[config.mk]
export PLATFORM = sky130hd
export DESIGN_NAME = p405s_trc_deserializer_flat
export DESIGN_NICKNAME = d
export VERILOG_FILES = /design/src/rtl/p405s_trc_deserializer_if.sv /design/src/rtl/p405s_trc_deserializer.sv /design/src/flat_wrapper.sv
export SDC_FILE = /design/constraint.sdc
export NUM_CORES = 1
export LEC_CHECK = 0
export CAP_MARGIN = 0
export CORE_UTILIZATION = 35
export DETAILED_ROUTE_END_ITERATION = 8
export SYNTH_ARGS = -nofsm -noshare
export SYNTH_HDL_FRONTEND = slang
export SYNTH_SLANG_ARGS = --single-unit
[constraint.sdc]
create_clock -name CB -period 2.3 [get_ports CB]
set_input_delay 0.23 -clock CB [delete_from_list [all_inputs] [get_ports CB]]
set_output_delay 0.23 -clock CB [all_outputs]
set_load 0.01 [all_outputs]
[src/rtl/p405s_trc_deserializer_if.sv]
// Serial trace input and reassembled packet output of the trace deserializer.
// master = trace source / packet consumer side, slave = deserializer side.
interface p405s_trc_deserializer_if;
    logic [0:2]  serDataIn;
    logic        serValid;
    logic        serStart;
    logic        tsEnable;
    logic        pktReady;
    logic        pktValid;
    logic [0:29] pktData;
    logic [0:8]  pktTimeStamp;
    logic        pktHasTs;
    logic        frameErr;
    logic        overrun;
    logic        busy;

    modport master (
        output serDataIn, serValid, serStart, tsEnable, pktReady,
        input  pktValid, pktData, pktTimeStamp, pktHasTs, frameErr, overrun, busy
    );

    modport slave (
        input  serDataIn, serValid, serStart, tsEnable, pktReady,
        output pktValid, pktData, pktTimeStamp, pktHasTs, frameErr, overrun, busy
    );
endinterface

[src/rtl/p405s_trc_deserializer.sv]
// Reassembles 3-bit trace beats into 10-beat (data) or 13-beat (data+timestamp)
// packets and presents them through a one-deep valid/ready holding register.
module p405s_trc_deserializer #(
    parameter int unsigned GAP_MAX = 15
) (
    input  logic                     CB,
    input  logic                     resetN,
    p405s_trc_deserializer_if.slave  trc
);
    localparam int unsigned GAP_W  = (GAP_MAX < 1) ? 1 : $clog2(GAP_MAX + 1);
    localparam int unsigned IDX_W  = 4;
    localparam int unsigned BEAT_W = 3;
    localparam int unsigned DATA_W = 30;
    localparam int unsigned TS_W   = 9;

    localparam logic [IDX_W-1:0] LAST_DATA = IDX_W'(9);
    localparam logic [IDX_W-1:0] LAST_TS   = IDX_W'(12);
    localparam logic [GAP_W-1:0] GAP_LIMIT = GAP_W'(GAP_MAX);

    typedef enum logic [1:0] {
        IDLE = 2'd0,
        DATA = 2'd1,
        TS   = 2'd2
    } state_t;

    state_t             state, state_nxt;
    logic [IDX_W-1:0]   idx, idx_nxt;
    logic [GAP_W-1:0]   gap, gap_nxt;
    logic               ts_en, ts_en_nxt;
    logic [0:DATA_W-1]  data_sr;
    logic [0:TS_W-1]    ts_sr;

    logic               shift_data;
    logic               shift_ts;
    logic               done;
    logic               frame_err_nxt;

    logic [0:DATA_W-1]  data_shift_c;
    logic [0:TS_W-1]    ts_shift_c;
    logic [0:DATA_W-1]  hold_data_c;
    logic [0:TS_W-1]    hold_ts_c;
    logic               hold_has_ts_c;

    // Beats shift in from the right, so after the last beat beat 0 sits at index 0.
    assign data_shift_c = {data_sr[BEAT_W:DATA_W-1], trc.serDataIn};
    assign ts_shift_c   = {ts_sr[BEAT_W:TS_W-1], trc.serDataIn};

    // A packet can only complete from DATA (no timestamp) or from TS.
    assign hold_has_ts_c = (state == TS);
    assign hold_data_c   = hold_has_ts_c ? data_sr : data_shift_c;
    assign hold_ts_c     = hold_has_ts_c ? ts_shift_c : '0;

    // Next-state and beat bookkeeping.
    always_comb begin
        state_nxt     = state;
        idx_nxt       = idx;
        gap_nxt       = gap;
        ts_en_nxt     = ts_en;
        shift_data    = 1'b0;
        shift_ts      = 1'b0;
        done          = 1'b0;
        frame_err_nxt = 1'b0;

        case (state)
            IDLE: begin
                if (trc.serValid) begin
                    if (trc.serStart) begin
                        state_nxt  = DATA;
                        idx_nxt    = IDX_W'(1);
                        gap_nxt    = '0;
                        ts_en_nxt  = trc.tsEnable;
                        shift_data = 1'b1;
                    end else begin
                        frame_err_nxt = 1'b1;
                    end
                end
            end

            DATA, TS: begin
                if (trc.serValid && trc.serStart) begin
                    // Restart: the partial packet is dropped and this is beat 0.
                    frame_err_nxt = 1'b1;
                    state_nxt     = DATA;
                    idx_nxt       = IDX_W'(1);
                    gap_nxt       = '0;
                    ts_en_nxt     = trc.tsEnable;
                    shift_data    = 1'b1;
                end else if (trc.serValid) begin
                    gap_nxt = '0;
                    if (state == DATA) begin
                        shift_data = 1'b1;
                        if (idx == LAST_DATA) begin
                            if (ts_en) begin
                                state_nxt = TS;
                                idx_nxt   = idx + IDX_W'(1);
                            end else begin
                                done      = 1'b1;
                                state_nxt = IDLE;
                                idx_nxt   = '0;
                            end
                        end else begin
                            idx_nxt = idx + IDX_W'(1);
                        end
                    end else begin
                        shift_ts = 1'b1;
                        if (idx == LAST_TS) begin
                            done      = 1'b1;
                            state_nxt = IDLE;
                            idx_nxt   = '0;
                        end else begin
                            idx_nxt = idx + IDX_W'(1);
                        end
                    end
                end else if (gap == GAP_LIMIT) begin
                    frame_err_nxt = 1'b1;
                    state_nxt     = IDLE;
                    idx_nxt       = '0;
                    gap_nxt       = '0;
                end else begin
                    gap_nxt = gap + GAP_W'(1);
                end
            end

            default: begin
                state_nxt = IDLE;
                idx_nxt   = '0;
                gap_nxt   = '0;
            end
        endcase
    end

    // Assembly state and beat shift registers.
    always_ff @(posedge CB or negedge resetN) begin
        if (!resetN) begin
            state   <= IDLE;
            idx     <= '0;
            gap     <= '0;
            ts_en   <= 1'b0;
            data_sr <= '0;
            ts_sr   <= '0;
        end else begin
            state <= state_nxt;
            idx   <= idx_nxt;
            gap   <= gap_nxt;
            ts_en <= ts_en_nxt;
            if (shift_data) begin
                data_sr <= data_shift_c;
            end
            if (shift_ts) begin
                ts_sr <= ts_shift_c;
            end
        end
    end

    // Output holding register, status pulses and busy flag.
    always_ff @(posedge CB or negedge resetN) begin
        if (!resetN) begin
            trc.pktValid     <= 1'b0;
            trc.pktData      <= '0;
            trc.pktTimeStamp <= '0;
            trc.pktHasTs     <= 1'b0;
            trc.frameErr     <= 1'b0;
            trc.overrun      <= 1'b0;
            trc.busy         <= 1'b0;
        end else begin
            trc.frameErr <= frame_err_nxt;
            trc.overrun  <= 1'b0;
            trc.busy     <= (state_nxt != IDLE);
            if (done) begin
                // A same-cycle retire frees the slot, so the new packet follows without a bubble.
                if (trc.pktValid && !trc.pktReady) begin
                    trc.overrun <= 1'b1;
                end else begin
                    trc.pktValid     <= 1'b1;
                    trc.pktData      <= hold_data_c;
                    trc.pktTimeStamp <= hold_ts_c;
                    trc.pktHasTs     <= hold_has_ts_c;
                end
            end else if (trc.pktValid && trc.pktReady) begin
                trc.pktValid <= 1'b0;
            end
        end
    end
endmodule

[src/flat_wrapper.sv]
// flat-port wrapper written by rule: the top's interface ports become plain ports
module p405s_trc_deserializer_flat 
#(
    parameter int unsigned GAP_MAX = 15
)
  (CB, resetN, trc_serDataIn, trc_serValid, trc_serStart, trc_tsEnable, trc_pktReady, trc_pktValid, trc_pktData, trc_pktTimeStamp, trc_pktHasTs, trc_frameErr, trc_overrun, trc_busy);
  p405s_trc_deserializer_if trc_i ();
  input  logic CB;
  input  logic resetN;
  input wire logic [$bits(trc_i.serDataIn)-1:0] trc_serDataIn;
  input wire logic [$bits(trc_i.serValid)-1:0] trc_serValid;
  input wire logic [$bits(trc_i.serStart)-1:0] trc_serStart;
  input wire logic [$bits(trc_i.tsEnable)-1:0] trc_tsEnable;
  input wire logic [$bits(trc_i.pktReady)-1:0] trc_pktReady;
  output wire logic [$bits(trc_i.pktValid)-1:0] trc_pktValid;
  output wire logic [$bits(trc_i.pktData)-1:0] trc_pktData;
  output wire logic [$bits(trc_i.pktTimeStamp)-1:0] trc_pktTimeStamp;
  output wire logic [$bits(trc_i.pktHasTs)-1:0] trc_pktHasTs;
  output wire logic [$bits(trc_i.frameErr)-1:0] trc_frameErr;
  output wire logic [$bits(trc_i.overrun)-1:0] trc_overrun;
  output wire logic [$bits(trc_i.busy)-1:0] trc_busy;
  assign trc_i.serDataIn = trc_serDataIn;
  assign trc_i.serValid = trc_serValid;
  assign trc_i.serStart = trc_serStart;
  assign trc_i.tsEnable = trc_tsEnable;
  assign trc_i.pktReady = trc_pktReady;
  assign trc_pktValid = trc_i.pktValid;
  assign trc_pktData = trc_i.pktData;
  assign trc_pktTimeStamp = trc_i.pktTimeStamp;
  assign trc_pktHasTs = trc_i.pktHasTs;
  assign trc_frameErr = trc_i.frameErr;
  assign trc_overrun = trc_i.overrun;
  assign trc_busy = trc_i.busy;
  p405s_trc_deserializer #(.GAP_MAX(GAP_MAX)) u_core (.CB(CB), .resetN(resetN), .trc(trc_i));
endmodule
Figure 1. PDN straps and rails.
Drawn at 3 px/um. Pins as bars on the die edge.
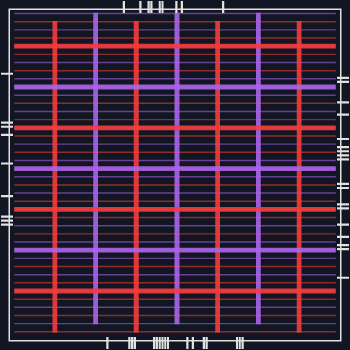
Key: VSS = red; VDD = purple
40 met1 rails follow the rows. The core has 39 rows. 7 straps on met4. 7 straps on met5.

Figure 2. Local utilization.
Drawn at 3 px/um. 11 x 11 tiles, from black (low) to pale yellow (high), 0 to 100% covered.
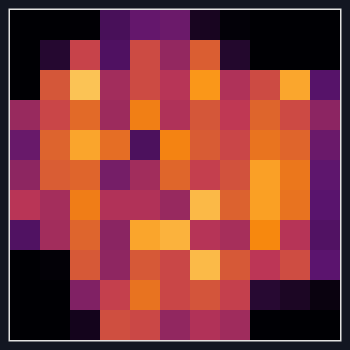
8.3% of the tiles are over 75% full. The fullest tile reaches 87%. 17% of the tiles are nearly empty. The mean over all tiles is 41%.
final standard cell utilization of the core: 45.1%
fp util: 35.9%
Core Area: 0.0114 sq mm

Figure 3. Signal wires on met2.
Drawn at 3 px/um.
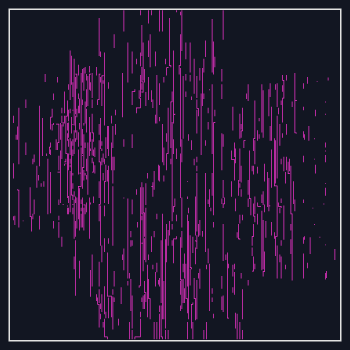
The layer holds 46% of the routed length. The layer carries 3,590 um of wire.
DR vias: 2,735
Post-Route WL: 7770 um
met2 usage: 22.1%

Figure 4. Clock nets.
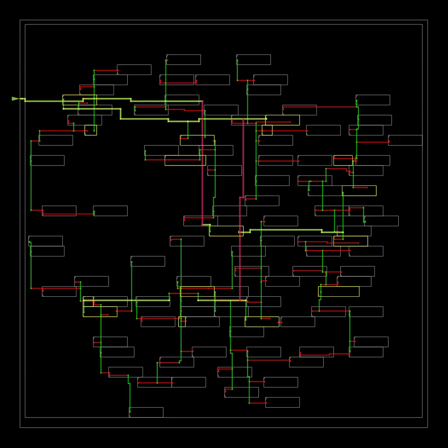
CTS Buf Count: 9
clk_lat worst skew: 340 ps

==> ci_impl_report.md <==
### Flow metrics

| Metric | Value |
|---|---|
| Initial antenna violation count | 0 |
| Top non-seq family | multiplexers |
| Total Neg Setup Slack | 0 ps |
| Dpl hpwl | 5240 um |
| R2R setup slack | 280 ps |
| Starting DRT DRC Count | 72 |
| First-pass GRT wire length | 13,100 um |
| Critical path capture point type | flop |
| FF-to-FF Start | u_core.state[1]$_DFF_PN0_ |
| Vias per cell | 4.94 |
| All-layer global routing usage | 14.3% |
| Slew @ Worst Pin | 501 ps |
| Hold crit path type | in -> async |
| Power per cell area | 1070 mW/mm^2 |
| CP Launch Point | u_core.state[1]$_DFF_PN0_ |
| Maximum fanout along the worst path | 30 |
| Most numerous logic cells after layout | dfrtp_1, nand2_1, clkdlybuf4s50_1 |
| Chip area | 0.0121 sq mm |
| Syn. warnings | 0 |
| Critical path type | reg -> reg |
| Count of tool warnings | 31 |
| Cell Area, Placed | 0.00479 sq mm |
| Congestion Overflow GR | 0 |
| Register clock-pin slew on the reported worst setup and hold paths | 60 ps |
| RSZ-0062 raised after global routing | no |
| Area reported by Yosys stat | 0.00408 sq mm |
| Root buffer cell | clkbuf_16 |
| DR DRC count | 0 |
| Max Cap Viol | 0 |
| Final max-slew violation count | 0 |
| Crit path DRT | 2520 ps |
| Area Overhead vs Synth | 25.7% |
| Global placement routability congestion | 0.807 |
| CTS Hold Bufs | 1 |
| Synth Seq Share | 55.8% |
| CP Launch Type | flop |
| Max VDD drop | 476 uV |
| Routed wire length per instance | 14.0 um |
| H-Tree Depth | 3 |
| PortBufs | 52 |
| Cell area after layout | 0.00513 sq mm |
| CTS tree | yes |
| Mapped Nets | 370 |
| Final Hold Vio Count | 0 |
| Final setup vio count | 0 |
| Simple Share, Synth | 10.7% |
| ANT cells | 0 |
| Die Ht | 110 um |
| # nets final | 423 |
| DRT antenna net count | 0 |
| DR pass1 iterations | 4 |
| Tcrit/Tclk final | 87.9% |
| Max_slew headroom | 66.4% |
| Post-CTS Setup Repair Bufs | 0 |
| CTS resizes | 0 |
| Leakage | 2.13 nW |
| Number of enable flip-flop cells | 0 |
| Worst clock skew | 6.19 ps |
| Netlist Area Pre-Place | 0.00408 sq mm |
| Critical Path AT | 2240 ps |
| Clock Path Buffers | 2 |
| Syn Inst Count | 353 |
| Vias in the first global route | 2,667 |
| Die x size | 110 um |
| Most frequent logic cell in the layout | dfrtp_1 |
| Post-synth regs | 91 |
| Dominant flop cell | dfrtp_1 |
| Tmin final | 2020 ps |
| Outcome | finished clean |
| CTS sink count | 91 |
| Share of cells above drive strength 1 | 17.3% |
| Mux cell area share | 17.8% |
| # rows | 39 |
| Yosys cell types | 43 |
| Aoi share | 9.87% |
| Max Freq | 0.495 GHz |
| Fraction of registers with async set/reset | 100% |
| Syn avg cell area | 11.6 sq um |
| XOR/XNOR Fraction of Synth Area | 0.429% |
| Fa+ha+maj area frac | 2.45% |
| I/O Pins | 53 |
| Yosys cell count | 353 |
| Largest net degree at the start of global routing | 79 |
-- logic make-up (layout without fill, tap and decap cells) --
logic type      after synthesis  count (layout)
compound gates               67              67
xor+xnor                      2               2
fa+ha+maj                     8               8
buf+inv                      24              82
flops                        91              91
mux                          68              68
simple gates                 93              93
-- state kept, by name, summed over array words and instances (netlist names) --
register,flops
u_core.ts_sr,6
u_core.trc.pktData,30
u_core.state,2
u_core.ts_en,1
u_core.trc.frameErr,1
u_core.trc.pktHasTs,1
u_core.trc.pktValid,1
u_core.trc.busy,1
u_core.gap,4
u_core.trc.pktTimeStamp,9
u_core.idx,4
u_core.data_sr,30
u_core.trc.overrun,1
-- final timing paths --
| kind | to | depth (start not counted) |
|---|---|---|
| hold reg to reg | u_core.trc.pktData[15]$_DFFE_PN0P_ | 2 |
| setup / recovery | u_core.data_sr[0]$_DFFE_PN0P_ | 6 |
| hold / removal | u_core.trc.pktData[17]$_DFFE_PN0P_ | 2 |
| max in group asynchronous | u_core.gap[0]$_DFFE_PN0P_ | 3 |
| min in group CB | u_core.trc.pktData[15]$_DFFE_PN0P_ | 2 |
| setup reg to reg | u_core.data_sr[0]$_DFFE_PN0P_ | 6 |
-- synth_stat cells (4+ instances only) --
library cell	n	area, sq um
inv_1	5	18.8
buf_2	7	35.0
ha_1	8	100
dfrtp_1	91	2280
clkbuf_1	4	15.0
nand3_1	5	25.0
and3b_1	4	35.0
nand2_1	56	210
o21ai_0	46	230
nor2_1	9	33.8
mux2_2	37	417
mux2i_1	30	300
-- critical path: stages (launching register included) --
cell	delay [ps]
dfrtp_1	430
inv_1	110
ha_1	400
o21ai_0	190
a21oi_4	190
buf_12	220
mux2_2	360
-- power by group --
part	switching, mW	internal (mW)
Combinational	0.741	0.828
Sequential	0.323	2.00
Clock	0.610	0.981
Total	1.67	3.81
-- through the flow --
stage               instances  utilization (%)  hold slack [ps]  total power, mW  setup WS [ps]
floorplan                 353                -            -65.6             3.46            494
global placement          537             42.1              220             3.88            344
detailed placement        537             42.1              222             3.93            297
CTS                       554             45.1              395             5.55            290
global route              554             45.1              453             5.82           96.7
finish                    554             45.1              388             5.48            279
-- cell type report --
| type | count | area, sq um |
|---|---|---|
| Tap cell | 143 | 179 |
| Clock inverter | 6 | 88.8 |
| Fill cell | 1059 | 6240 |
| Inverter | 5 | 18.8 |
| Timing Repair Buffer | 61 | 626 |
| Multi-Input combinational cell | 238 | 1700 |
| Clock buffer | 10 | 239 |
| Sequential cell | 91 | 2280 |
-- layer usage --
metal  track usage, %  wire length, um
met1             18.7             3690
met2             22.1             3590
met3             4.76              373
met4             5.33              111
met5                0                0
Power figures rest on the tool's default switching activity, not on a simulated workload.
